[config.mk]
export PLATFORM = sky130hd
export DESIGN_NAME = uart_cmd_decoder_flat
export DESIGN_NICKNAME = d
export VERILOG_FILES = /design/src/rtl/tama_pkg.sv /design/src/rtl/uart_cmd_decoder_if.sv /design/src/rtl/byte_edge_detect.sv /design/src/rtl/uart_cmd_decoder.sv /design/src/flat_wrapper.sv
export SDC_FILE = /design/constraint.sdc
export NUM_CORES = 1
export LEC_CHECK = 0
export ABC_AREA = 1
export ABC_CLOCK_PERIOD_IN_PS = 4670
export CORE_UTILIZATION = 63
export CTS_CLUSTER_DIAMETER = 50
export CTS_CLUSTER_SIZE = 10
export DETAILED_ROUTE_END_ITERATION = 8
export HOLD_SLACK_MARGIN = 0.12
export PLACE_DENSITY = 0.85
export SYNTH_ARGS = -nofsm -noshare
export SYNTH_HDL_FRONTEND = slang
export SYNTH_HIERARCHICAL = 1
export SYNTH_SLANG_ARGS = --single-unit
[constraint.sdc]
create_clock -name clk -period 4.67 [get_ports clk]
set_input_delay 0.7005 -clock clk [delete_from_list [all_inputs] [get_ports clk]]
set_output_delay 0.7005 -clock clk [all_outputs]
set_load 0.03 [all_outputs]
[src/rtl/tama_pkg.sv]
// Shared types, ASCII constants and byte classifier for the tamagotchi UART command path.
package tama_pkg;

    typedef enum logic [2:0] {
        S_IDLE,
        S_GOT_CMD,
        S_GOT_ARG,
        S_EXEC,
        S_COOLDOWN
    } state_e;

    typedef enum logic [1:0] {
        CMD_FEED,
        CMD_PLAY,
        CMD_CLEAN,
        CMD_SLEEP
    } cmd_e;

    typedef enum logic [1:0] {
        BC_LETTER,
        BC_DIGIT,
        BC_TERM,
        BC_OTHER
    } bclass_e;

    localparam logic [7:0] ASCII_CR    = 8'h0D;
    localparam logic [7:0] ASCII_LF    = 8'h0A;
    localparam logic [7:0] ASCII_0     = 8'h30;
    localparam logic [7:0] ASCII_1     = 8'h31;
    localparam logic [7:0] ASCII_9     = 8'h39;
    localparam logic [7:0] ASCII_F     = 8'h46;
    localparam logic [7:0] ASCII_P     = 8'h50;
    localparam logic [7:0] ASCII_C     = 8'h43;
    localparam logic [7:0] ASCII_S     = 8'h53;
    localparam logic [7:0] ASCII_BANG  = 8'h21;
    localparam logic [7:0] ASCII_QMARK = 8'h3F;
    localparam logic [7:0] CASE_MASK   = 8'hDF;

    // Clearing bit 5 folds lower-case letters onto upper-case.
    function automatic bclass_e classify(input logic [7:0] b);
        logic [7:0] u;
        bclass_e    c;
        u = b & CASE_MASK;
        c = BC_OTHER;
        unique case (1'b1)
            (u == ASCII_F) || (u == ASCII_P) ||
            (u == ASCII_C) || (u == ASCII_S):
                c = BC_LETTER;
            (b >= ASCII_1) && (b <= ASCII_9):
                c = BC_DIGIT;
            (b == ASCII_CR) || (b == ASCII_LF):
                c = BC_TERM;
            default:
                c = BC_OTHER;
        endcase
        return c;
    endfunction

    function automatic cmd_e to_cmd(input logic [7:0] b);
        logic [7:0] u;
        cmd_e       c;
        u = b & CASE_MASK;
        c = CMD_SLEEP;
        unique case (1'b1)
            (u == ASCII_F): c = CMD_FEED;
            (u == ASCII_P): c = CMD_PLAY;
            (u == ASCII_C): c = CMD_CLEAN;
            default:        c = CMD_SLEEP;
        endcase
        return c;
    endfunction

endpackage

[src/rtl/uart_cmd_decoder_if.sv]
// Byte-in / action-out bundle of the UART command decoder.
// Echo signals exist only when UART_CMD_ECHO_EN is defined.
interface uart_cmd_decoder_if;

    logic [7:0] rx_byte;
    logic       feed_pulse;
    logic       play_pulse;
    logic       clean_pulse;
    logic       sleep_pulse;
    logic [3:0] amount;
    logic       err_pulse;
    logic [7:0] err_count;
    logic       busy;
`ifdef UART_CMD_ECHO_EN
    logic [7:0] echo_byte;
    logic       echo_valid;

    modport master (
        output rx_byte,
        input  feed_pulse, play_pulse, clean_pulse, sleep_pulse,
        input  amount, err_pulse, err_count, busy,
        input  echo_byte, echo_valid
    );

    modport slave (
        input  rx_byte,
        output feed_pulse, play_pulse, clean_pulse, sleep_pulse,
        output amount, err_pulse, err_count, busy,
        output echo_byte, echo_valid
    );
`else
    modport master (
        output rx_byte,
        input  feed_pulse, play_pulse, clean_pulse, sleep_pulse,
        input  amount, err_pulse, err_count, busy
    );

    modport slave (
        input  rx_byte,
        output feed_pulse, play_pulse, clean_pulse, sleep_pulse,
        output amount, err_pulse, err_count, busy
    );
`endif

endinterface

[src/rtl/byte_edge_detect.sv]
// Turns the UART held-byte output into a one-cycle event per received byte.
module byte_edge_detect (
    input  logic       clk,
    input  logic       rst_n,
    input  logic [7:0] rx_byte_i,
    output logic       byte_valid_o,
    output logic [7:0] byte_data_o
);

    logic [7:0] rx_prev_q;
    logic       valid_q;
    logic       valid_d;
    logic [7:0] data_q;

    // The UART drops to 0 between bytes, so repeats of one value still fire.
    assign valid_d = (rx_byte_i != 8'h00) &&
                     ((rx_byte_i != rx_prev_q) || (rx_prev_q == 8'h00));

    always_ff @(posedge clk or negedge rst_n) begin
        if (!rst_n) begin
            rx_prev_q <= 8'h00;
            valid_q   <= 1'b0;
            data_q    <= 8'h00;
        end else begin
            rx_prev_q <= rx_byte_i;
            valid_q   <= valid_d;
            data_q    <= rx_byte_i;
        end
    end

    assign byte_valid_o = valid_q;
    assign byte_data_o  = data_q;

endmodule

[src/rtl/uart_cmd_decoder.sv]
// Parses "letter [digit] CR|LF" into feed/play/clean/sleep strobes.
// Define UART_CMD_ECHO_EN to add an echo byte stream for the UART transmitter.
module uart_cmd_decoder
    import tama_pkg::*;
#(
    parameter int unsigned TIMEOUT_CYCLES  = 27000000,
    parameter int unsigned COOLDOWN_CYCLES = 2700000,
    parameter int unsigned DEFAULT_AMOUNT  = 1
) (
    input logic               clk,
    input logic               rst_n,
    uart_cmd_decoder_if.slave bus
);

    localparam int unsigned MAXC = (TIMEOUT_CYCLES > COOLDOWN_CYCLES) ?
                                   TIMEOUT_CYCLES : COOLDOWN_CYCLES;
    localparam int CW = $clog2(MAXC + 1);

    localparam logic [CW-1:0] TO_LAST = CW'(TIMEOUT_CYCLES - 1);
    localparam logic [CW-1:0] CD_LAST = (COOLDOWN_CYCLES == 0) ?
                                        '0 : CW'(COOLDOWN_CYCLES - 1);
    localparam logic [3:0]    DEF_AMT = 4'(DEFAULT_AMOUNT);

    logic       bv;
    logic [7:0] bdata;
    bclass_e    bcls;

    state_e        state_q, state_d;
    cmd_e          cmd_q, cmd_d;
    logic [3:0]    arg_q, arg_d;
    logic [3:0]    amount_q, amount_d;
    logic [CW-1:0] cnt_q, cnt_d;
    logic          err_q, err_d;
    logic [7:0]    err_cnt_q;

    byte_edge_detect u_edge (
        .clk         (clk),
        .rst_n       (rst_n),
        .rx_byte_i   (bus.rx_byte),
        .byte_valid_o(bv),
        .byte_data_o (bdata)
    );

    assign bcls = classify(bdata);

    always_ff @(posedge clk or negedge rst_n) begin
        if (!rst_n) begin
            state_q  <= S_IDLE;
            cmd_q    <= CMD_FEED;
            arg_q    <= DEF_AMT;
            amount_q <= DEF_AMT;
            cnt_q    <= '0;
            err_q    <= 1'b0;
        end else begin
            state_q  <= state_d;
            cmd_q    <= cmd_d;
            arg_q    <= arg_d;
            amount_q <= amount_d;
            cnt_q    <= cnt_d;
            err_q    <= err_d;
        end
    end

    always_ff @(posedge clk or negedge rst_n) begin
        if (!rst_n) begin
            err_cnt_q <= 8'h00;
        end else if (err_d && (err_cnt_q != 8'hFF)) begin
            err_cnt_q <= err_cnt_q + 8'd1;
        end
    end

    always_comb begin
        state_d  = state_q;
        cmd_d    = cmd_q;
        arg_d    = arg_q;
        amount_d = amount_q;
        cnt_d    = cnt_q;
        err_d    = 1'b0;
        unique case (state_q)
            S_IDLE: begin
                cnt_d = '0;
                if (bv) begin
                    unique case (bcls)
                        BC_LETTER: begin
                            cmd_d   = to_cmd(bdata);
                            arg_d   = DEF_AMT;
                            state_d = S_GOT_CMD;
                        end
                        BC_TERM: ;
                        default: err_d = 1'b1;
                    endcase
                end
            end
            S_GOT_CMD: begin
                if (bv) begin
                    cnt_d = '0;
                    unique case (bcls)
                        BC_TERM: begin
                            amount_d = arg_q;
                            state_d  = S_EXEC;
                        end
                        BC_DIGIT: begin
                            if (cmd_q != CMD_SLEEP) begin
                                arg_d   = 4'(bdata - ASCII_0);
                                state_d = S_GOT_ARG;
                            end else begin
                                err_d   = 1'b1;
                                state_d = S_IDLE;
                            end
                        end
                        default: begin
                            err_d   = 1'b1;
                            state_d = S_IDLE;
                        end
                    endcase
                end else if (cnt_q == TO_LAST) begin
                    err_d   = 1'b1;
                    state_d = S_IDLE;
                end else begin
                    cnt_d = cnt_q + CW'(1);
                end
            end
            S_GOT_ARG: begin
                if (bv) begin
                    cnt_d = '0;
                    if (bcls == BC_TERM) begin
                        amount_d = arg_q;
                        state_d  = S_EXEC;
                    end else begin
                        err_d   = 1'b1;
                        state_d = S_IDLE;
                    end
                end else if (cnt_q == TO_LAST) begin
                    err_d   = 1'b1;
                    state_d = S_IDLE;
                end else begin
                    cnt_d = cnt_q + CW'(1);
                end
            end
            S_EXEC: begin
                cnt_d   = '0;
                state_d = S_COOLDOWN;
            end
            S_COOLDOWN: begin
                if (cnt_q == CD_LAST) begin
                    cnt_d   = '0;
                    state_d = S_IDLE;
                end else begin
                    cnt_d = cnt_q + CW'(1);
                end
            end
            default: begin
                cnt_d   = '0;
                state_d = S_IDLE;
            end
        endcase
    end

    assign bus.feed_pulse  = (state_q == S_EXEC) && (cmd_q == CMD_FEED);
    assign bus.play_pulse  = (state_q == S_EXEC) && (cmd_q == CMD_PLAY);
    assign bus.clean_pulse = (state_q == S_EXEC) && (cmd_q == CMD_CLEAN);
    assign bus.sleep_pulse = (state_q == S_EXEC) && (cmd_q == CMD_SLEEP);
    assign bus.amount      = amount_q;
    assign bus.err_pulse   = err_q;
    assign bus.err_count   = err_cnt_q;
    assign bus.busy        = (state_q != S_IDLE);

`ifdef UART_CMD_ECHO_EN
    logic [7:0] echo_q;
    logic       echo_v_q;
    logic       accept;

    assign accept = bv && (state_q inside {S_IDLE, S_GOT_CMD, S_GOT_ARG});

    // '?' and '!' follow the registered error/EXEC, so they land after the byte echo.
    always_ff @(posedge clk or negedge rst_n) begin
        if (!rst_n) begin
            echo_q   <= 8'h00;
            echo_v_q <= 1'b0;
        end else if (err_q) begin
            echo_q   <= ASCII_QMARK;
            echo_v_q <= 1'b1;
        end else if (state_q == S_EXEC) begin
            echo_q   <= ASCII_BANG;
            echo_v_q <= 1'b1;
        end else if (accept) begin
            echo_q   <= bdata;
            echo_v_q <= 1'b1;
        end else begin
            echo_v_q <= 1'b0;
        end
    end

    assign bus.echo_byte  = echo_q;
    assign bus.echo_valid = echo_v_q;
`endif

endmodule

[src/flat_wrapper.sv]
// flat-port wrapper written by rule: the top's interface ports become plain ports
module uart_cmd_decoder_flat import tama_pkg::*;
#(
    parameter int unsigned TIMEOUT_CYCLES  = 27000000,
    parameter int unsigned COOLDOWN_CYCLES = 2700000,
    parameter int unsigned DEFAULT_AMOUNT  = 1
)
  (clk, rst_n, bus_rx_byte, bus_feed_pulse, bus_play_pulse, bus_clean_pulse, bus_sleep_pulse, bus_amount, bus_err_pulse, bus_err_count, bus_busy);
  uart_cmd_decoder_if bus_i ();
  input logic clk;
  input logic rst_n;
  input wire logic [$bits(bus_i.rx_byte)-1:0] bus_rx_byte;
  output wire logic [$bits(bus_i.feed_pulse)-1:0] bus_feed_pulse;
  output wire logic [$bits(bus_i.play_pulse)-1:0] bus_play_pulse;
  output wire logic [$bits(bus_i.clean_pulse)-1:0] bus_clean_pulse;
  output wire logic [$bits(bus_i.sleep_pulse)-1:0] bus_sleep_pulse;
  output wire logic [$bits(bus_i.amount)-1:0] bus_amount;
  output wire logic [$bits(bus_i.err_pulse)-1:0] bus_err_pulse;
  output wire logic [$bits(bus_i.err_count)-1:0] bus_err_count;
  output wire logic [$bits(bus_i.busy)-1:0] bus_busy;
  assign bus_i.rx_byte = bus_rx_byte;
  assign bus_feed_pulse = bus_i.feed_pulse;
  assign bus_play_pulse = bus_i.play_pulse;
  assign bus_clean_pulse = bus_i.clean_pulse;
  assign bus_sleep_pulse = bus_i.sleep_pulse;
  assign bus_amount = bus_i.amount;
  assign bus_err_pulse = bus_i.err_pulse;
  assign bus_err_count = bus_i.err_count;
  assign bus_busy = bus_i.busy;
  uart_cmd_decoder #(.TIMEOUT_CYCLES(TIMEOUT_CYCLES), .COOLDOWN_CYCLES(COOLDOWN_CYCLES), .DEFAULT_AMOUNT(DEFAULT_AMOUNT)) u_core (.clk(clk), .rst_n(rst_n), .bus(bus_i));
endmodule
### Wire density map, run 1

Drawn at 4 px/µm. The die is cut into 15 by 15 equal tiles; white is low, dark blue is high, scaled to the fullest tile. Values are wire area over tile area, all layers added.
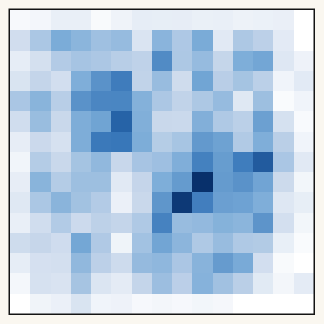
mean over tiles: 0.20
nearly empty tiles: 3.6%
fullest tile: 0.67
densest ninth of the die: middle
detail-routed net length per standard cell: 12.8 µm
total wire length: 7360 µm

### Congestion heat map, run 1

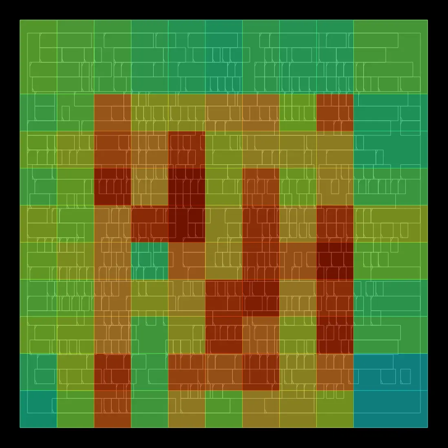
routing usage on met2: 49.5%
busiest layer in global routing: met2
met1 usage: 32.3%

### Port wiring, run 1

Drawn at 6 px/µm.
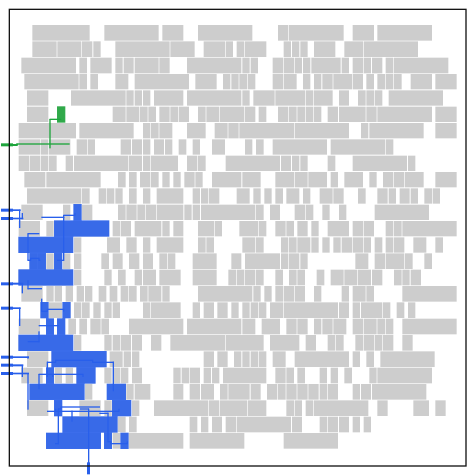
[green] bus_sleep_pulse | direction: output | end cells: 1 | wire: 16.2 µm
[blue] bus_rx_byte | direction: input | end cells: 23 | wire: 146 µm
input/output buffers: 27
num ports: 28

### Clock network drawn from the DEF, run 1

Drawn at 6 px/µm.
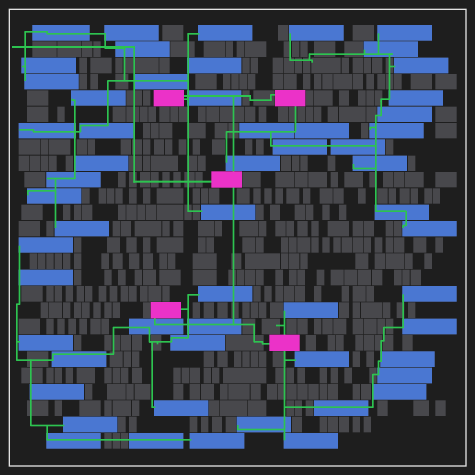
[blue] flip-flops | count: 56
[green] clock wires | length: 587 µm
[magenta] clock drivers | count: 5
routed clock nets: 6
clock-net power: 275 µW
clock latency of the later-clocked register in the worst-skew pair: 310 ps

==> impl.org, run 1 <==
* Flow results

** Run status
- Result of the run :: complete, no violations

** Finish
- The library cells used most frequently in the layout, excluding fill and tap cells, are 113 x nand2_1, 63 x nor2_1, 57 x inv_1, 54 x dfrtp_1, 40 x nand3_1.
- Fill cells in the final layout number 421.
- Ratio of cells with drive above 1 in the final layout :: 9.74%
- Summing all multi-input logic gate instances after layout gives 0.00175 mm².
- Registers :: 56
- Buffers outside the clock class :: 28
- Clock buffer count :: 6
- Most frequent standard cell in the layout excluding fill and tap cells :: nand2_1
- The fraction of final cell area spent on clock buffers and inverters in this run is 2.49%.
- Combinational share of cell area :: 45.2%

** Clock network
- CTS tree :: yes
- The number of setup buffers added after CTS is 0.
- Number of H-tree branching levels :: 2
- In this run, post-CTS hold repair placed 0 buffers.
- Buffers inserted during clock tree synthesis total 5.
- For this design, the sink count on the clock tree is 56.

** Power and ir drop
- The analysis attributes to cell leakage a power of 1.77 nW.
- Combinational cell fraction of total power :: 30.6%
- For this design the ratio of total power to cell area is 331 mW/mm².
- Flip-flop and latch power :: 613 µW
- Looking at the power breakdown, the clock network takes 21.5% of the total.
- Per the OpenROAD power report, switching power amounts to 461 µW.
- In this run the VDD rail shows a maximum IR drop of 0.273 mV.
- In this run switching power makes up 36.0% of total power.
- Top Consumer :: sequential cells
- In the power breakdown, the internal column shows 819 µW.

** Yosys
- Sequential cells were found to cover 40.8% of the synthesized design area.
- Portion of synthesized cell area occupied by the leading cell type :: 39.3%
- The synthesized design contains 0 enable-type register cells.
- The cell area that synthesis handed to floorplanning was 0.00344 mm².
- Most used standard cells in the synthesized netlist :: 113 x nand2_1, 63 x nor2_1, 57 x inv_1
- Cells after Synth :: 470
- For reference, the post-synthesis area per instance comes to 7.32 µm².
- Post-synthesis cell type with the largest instance count :: nand2_1

** Timing
- Per the final report, max-transition violations number 0.
- The end-of-flow timing check tallies setup violations at 0.
- Endpoints failing hold in the final report were tallied at 0.
- Setup repair after global routing missed its margin :: false
- Max-slew headroom at the worst pin :: 53.3%
- The final timing report derives a shortest allowable period of 2600 ps.

** Critical path
- Critical Path Start :: u_core/state_q[0]$_DFFE_PN0P_
- Endpoint of the most critical register-to-register path :: u_core/bus.err_count[0]$_DFFE_PN0P_
- Capture point of the critical path :: bus_feed_pulse
- Register-to-register setup slack :: 2420 ps
- Type of the worst setup path :: reg -> out
- Arrival time of data at the critical path endpoint :: 1900 ps
- Critical path launch point type :: flop

** Run
- Maximum capacitance violations :: 0
- Warnings raised by the tools during the run amount to 29.

** Global routing
- Entering global routing, the biggest net connects 57 pins.
- The via count of the first global-routing pass is 2916.

** Place
- Once detailed placement completed, the half-perimeter wirelength came to 5580 µm.
- Post-place instance area :: 0.00377 mm²
- Last weighted congestion value of the routability-driven placer :: 0.912

** Detailed routing
- Per the detail_route report, DRC violations left total 0.
- Ratio of routed vias to standard cells :: 5.48
- Remaining antenna violation count :: 0
- Initial DRC count :: 272

** Floorplanning
- The design received a total of 70 well taps at floorplan.
- Core Box Area :: 0.00517 mm²
- The die covers 0.00576 mm².
==> run 1: routing by layer <==
layer  GRT usage [%]  share of wire (%)  up-vias  wire (µm)
met5               0                  0        -          0
met4            10.9                1.9        0        143
met3            4.76                4.0       15        295
met2            49.5                 51       99       3760
met1            32.3                 43     1454       3170
li1                -                  -     1574          -
==> run 1: worst max-delay path, cell delays in order, from the launching register on <==
cell and delay (ps):
dfrtp_1 490, nand3_1 210, nor3_1 180, clkdlybuf4s50_1 700
==> run 1: metrics by stage <==
stage               total power [mW]  setup WS [ps]  hold slack, ps  cells  util (%)
global route                    1.36           1980             534    573      74.8
floorplan                      0.885           2690             405    470         -
detailed placement              1.01           2410             484    565      72.9
CTS                             1.29           2060             504    573      74.8
global placement               0.999           2480             476    565      72.9
finish                          1.28           2070             504    573      74.8
==> run 1 -> run 2 <==
ABC_CLOCK_PERIOD_IN_PS = 2160   (was 4670)
CORE_UTILIZATION = 53   (was 63)
PLACE_DENSITY = 0.77   (was 0.85)
clock period = 2.16 ns   (was 4.67 ns; I/O delays follow)
==> run 2 against run 1 <==
Clock-buffer cell count unchanged. Worst hold slack got worse by 10 ps. Non-clock buffer count increased by 5. Area after synthesis unchanged. Critical path type unchanged. Largest cell class unchanged.
==> impl.org, run 2 <==
* Flow results

** Yosys
- Largest logic family :: simple AND/OR/NAND/NOR gates
- Count of flip-flops with a built-in enable after synthesis :: 0 (unchanged)
- The cell area after technology mapping was 0.00344 mm² (unchanged).
- The most frequently used library cell after synthesis is nand2_1.
- Warnings, synthesis :: 6
- Portion of synthesized cell area occupied by the leading cell type :: 39.3% (unchanged)
- The average instance area after synthesis is 7.32 µm² (unchanged).
- Synth Seq Share :: 40.8% (unchanged)
- The synthesis run shows the most used standard cells to be 113 x nand2_1, 63 x nor2_1, 57 x inv_1.
- Cells after Synth :: 470 (unchanged)

** Detailed routing
- Detail-routed net length per standard cell :: 12.9 µm (+0.21%)
- The via-per-instance ratio was 5.44 (-0.76%).
- The post-detailed-route count of antenna-violating nets was 0 (unchanged).
- Detailed route wirelength on metal2 :: 3730 µm (-0.83%)
- Count of unresolved DRC violations after routing :: 0 (unchanged)
- Initial DRC count :: 243 (-11%)
- Per the detail_route report, the via count comes to 3178.
- The final wirelength came to 7520 µm (+2.1%).
- Highest metal layer used by the detailed router :: met4
- The amount of wire on met3 after detailed routing is 323 µm (+9.5%).

** Power and ir drop
- The internal power contribution is 1.77 mW (+120%).
- The power density relative to cell area came to 710 mW/mm² (+110%).
- In the power breakdown, the biggest contributor is sequential cells.
- Flip-flop and latch power :: 1.32 mW (+120%)
- Clock-net power :: 575 µW (+110%)
- Net switching power :: 1.04 mW (+120%)
- The power share of the clock group was 20.5% (-1.0 points).
- Leakage power of the design :: 1.84 nW (+3.8%)
- The fraction of power spent switching nets came to 36.9% (+0.84 points).
- The maximum ir drop on the vdd rail is 0.758 mV (+180%).
- The total power draw is 2.81 mW (+120%).
- The part of the power in combinational logic came to 32.6% (+2.0 points).

** Finish
- Counting only logic cells after layout, the most numerous master is nand2_1.
- Filler Cell Count :: 552 (+31%)
- Ranking logic cells in the layout by count gives the top entries 111 x nand2_1, 63 x nor2_1, 57 x inv_1, 51 x dfrtp_1, 39 x nand3_1.
- The final design utilization is 64.8% (-9.9 points).
- Ratio of cells with drive above 1 in the final layout :: 12.0% (+2.2 points)
- Multi-input gate area in the final layout :: 0.00177 mm² (+1.4%)

** Run status
- Result of the run :: complete, no violations

** Clock network
- The clock passes through at most 2 buffers.
- CTS sink count :: 56 (unchanged)
- Buffer cell driving the clock tree root :: clkbuf_8
- Number of buffers inserted during clock tree synthesis :: 5 (unchanged)
- The source-to-sink clock delay at the later pin of the worst-skew pair came to 310 ps (about the same).
- Number of H-tree branching levels :: 2 (unchanged)
- TritonCTS built the clock tree.

** Critical path
- Required time at the endpoint of the critical path :: 1840 ps
- The arrival time reported for the critical path endpoint is 1750 ps (-150 ps).
- The critical path ends at bus_busy.
- In this run the critical register-to-register path is captured at u_core/bus.err_count[4]$_DFFE_PN0P_.
- STA classifies the critical path startpoint as a flop.
- The reg2reg setup slack was 120 ps (-2300 ps).
- Critical Path Start :: u_core/state_q[1]$_DFFE_PN0P_
- In the setup report, the worst path falls into the class reg -> out.
- Of all nets on the critical path, the largest fanout is 6.

** Global routing
- In this run the most used layer during global routing was met2.
- The met1 track utilization from global routing is 29.2% (-3.1 points).
- Maximum number of pins on one net before global-route repair :: 33 (-42%)
- The met3 demand-to-capacity share in global routing was 3.85% (-0.92 points).
- Via count of the first global-routing pass :: 2878 (-1.3%)
- Routing usage on met2 :: 39.9% (-9.5 points)
- First-pass GRT wire length :: 12200 µm

** Timing
- The final count of hold timing violations was 0 (unchanged).
- OpenROAD reports that the post-layout worst path occupies 96.0% of the period.
- The final setup violation count was 0 (unchanged).
- Summed over all failing endpoints, the final setup total negative slack is 0 ps.
- The final tally of max-slew violations was 0 (unchanged).
- The worst hold margin came to 494 ps (-10.2 ps).
- Setup repair after global routing could not meet its margin everywhere.
- The worst setup margin came to 87.0 ps (-1980 ps).
- The relative slew slack was 50.0% (-3.3 points).

** Floorplanning
- The core area is 0.00610 mm² (+18%).
- Floorplan die area :: 0.00681 mm² (+18%)
- The number of ports placed on the die boundary is 28 (unchanged).

** Worst hold path
- In the hold timing report, the worst path depth is 2.
- Type of the worst min-delay path :: reg -> reg

** Place
- The number of placed instances, taps included was 573 (+1.4%).
- Post-place instance area :: 0.00381 mm² (+1.1%)
- Input/output buffers :: 27 (unchanged)
- The last weighted congestion value of the routability-driven placer was 0.880 (-3.6%).
- Post-placement worst setup slack :: 74.2 ps (-2340 ps)
- DP Wirelength :: 5510 µm (-1.2%)

** Run
- The stage-log warning count was 30 (+3.4%).
- Maximum capacitance violations :: 0 (unchanged)
## run 2: worst max-delay path, stage by stage, from the launching register on
cell and delay (ps):
dfrtp_1 460, nor2_2 230, nand2_1 140, clkdlybuf4s50_1 610
## run 2: layout make-up
class / instances / share of cell area [%]
clock buffer: 6 / 1.84
clock inverter: 2 / 0.412
inverter: 69 / 6.62
multi-input combinational: 343 / 44.9
sequential: 56 / 35.6
tap: 75 / 2.37
timing repair buffer: 33 / 8.29
## run 2: what timing repair did
| action | CTS | global route |
|---|---|---|
| endpoints found under the setup margin | 2 | 16 |
| endpoints found under the hold margin | 29 | 0 |
| hold buffers | 1 | 0 |
| gates resized | 2 | 12 |
| pin swaps | 0 | 1 |
| buffers inserted | 0 | 1 |
| gates cloned | 0 | 1 |
### Logic cells by family, run 2

Drawn at 4 px/µm.
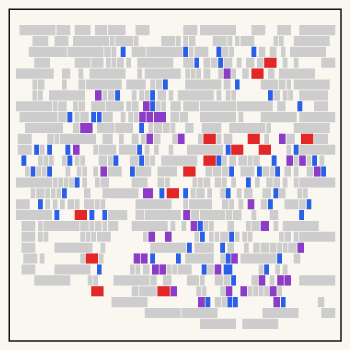
[red] XOR/XNOR gates | cells: 14 | most used: xor2_1
[purple] inverting AOI/OAI gates | cells: 38 | most used: a21oi_1
[blue] inverters | cells: 69 | most used: inv_1
final standard cell count with taps included and fillers excluded: 584
combinational share of cell area: 44.9%

No activity file was given, so power comes from the tool's default toggle rates.
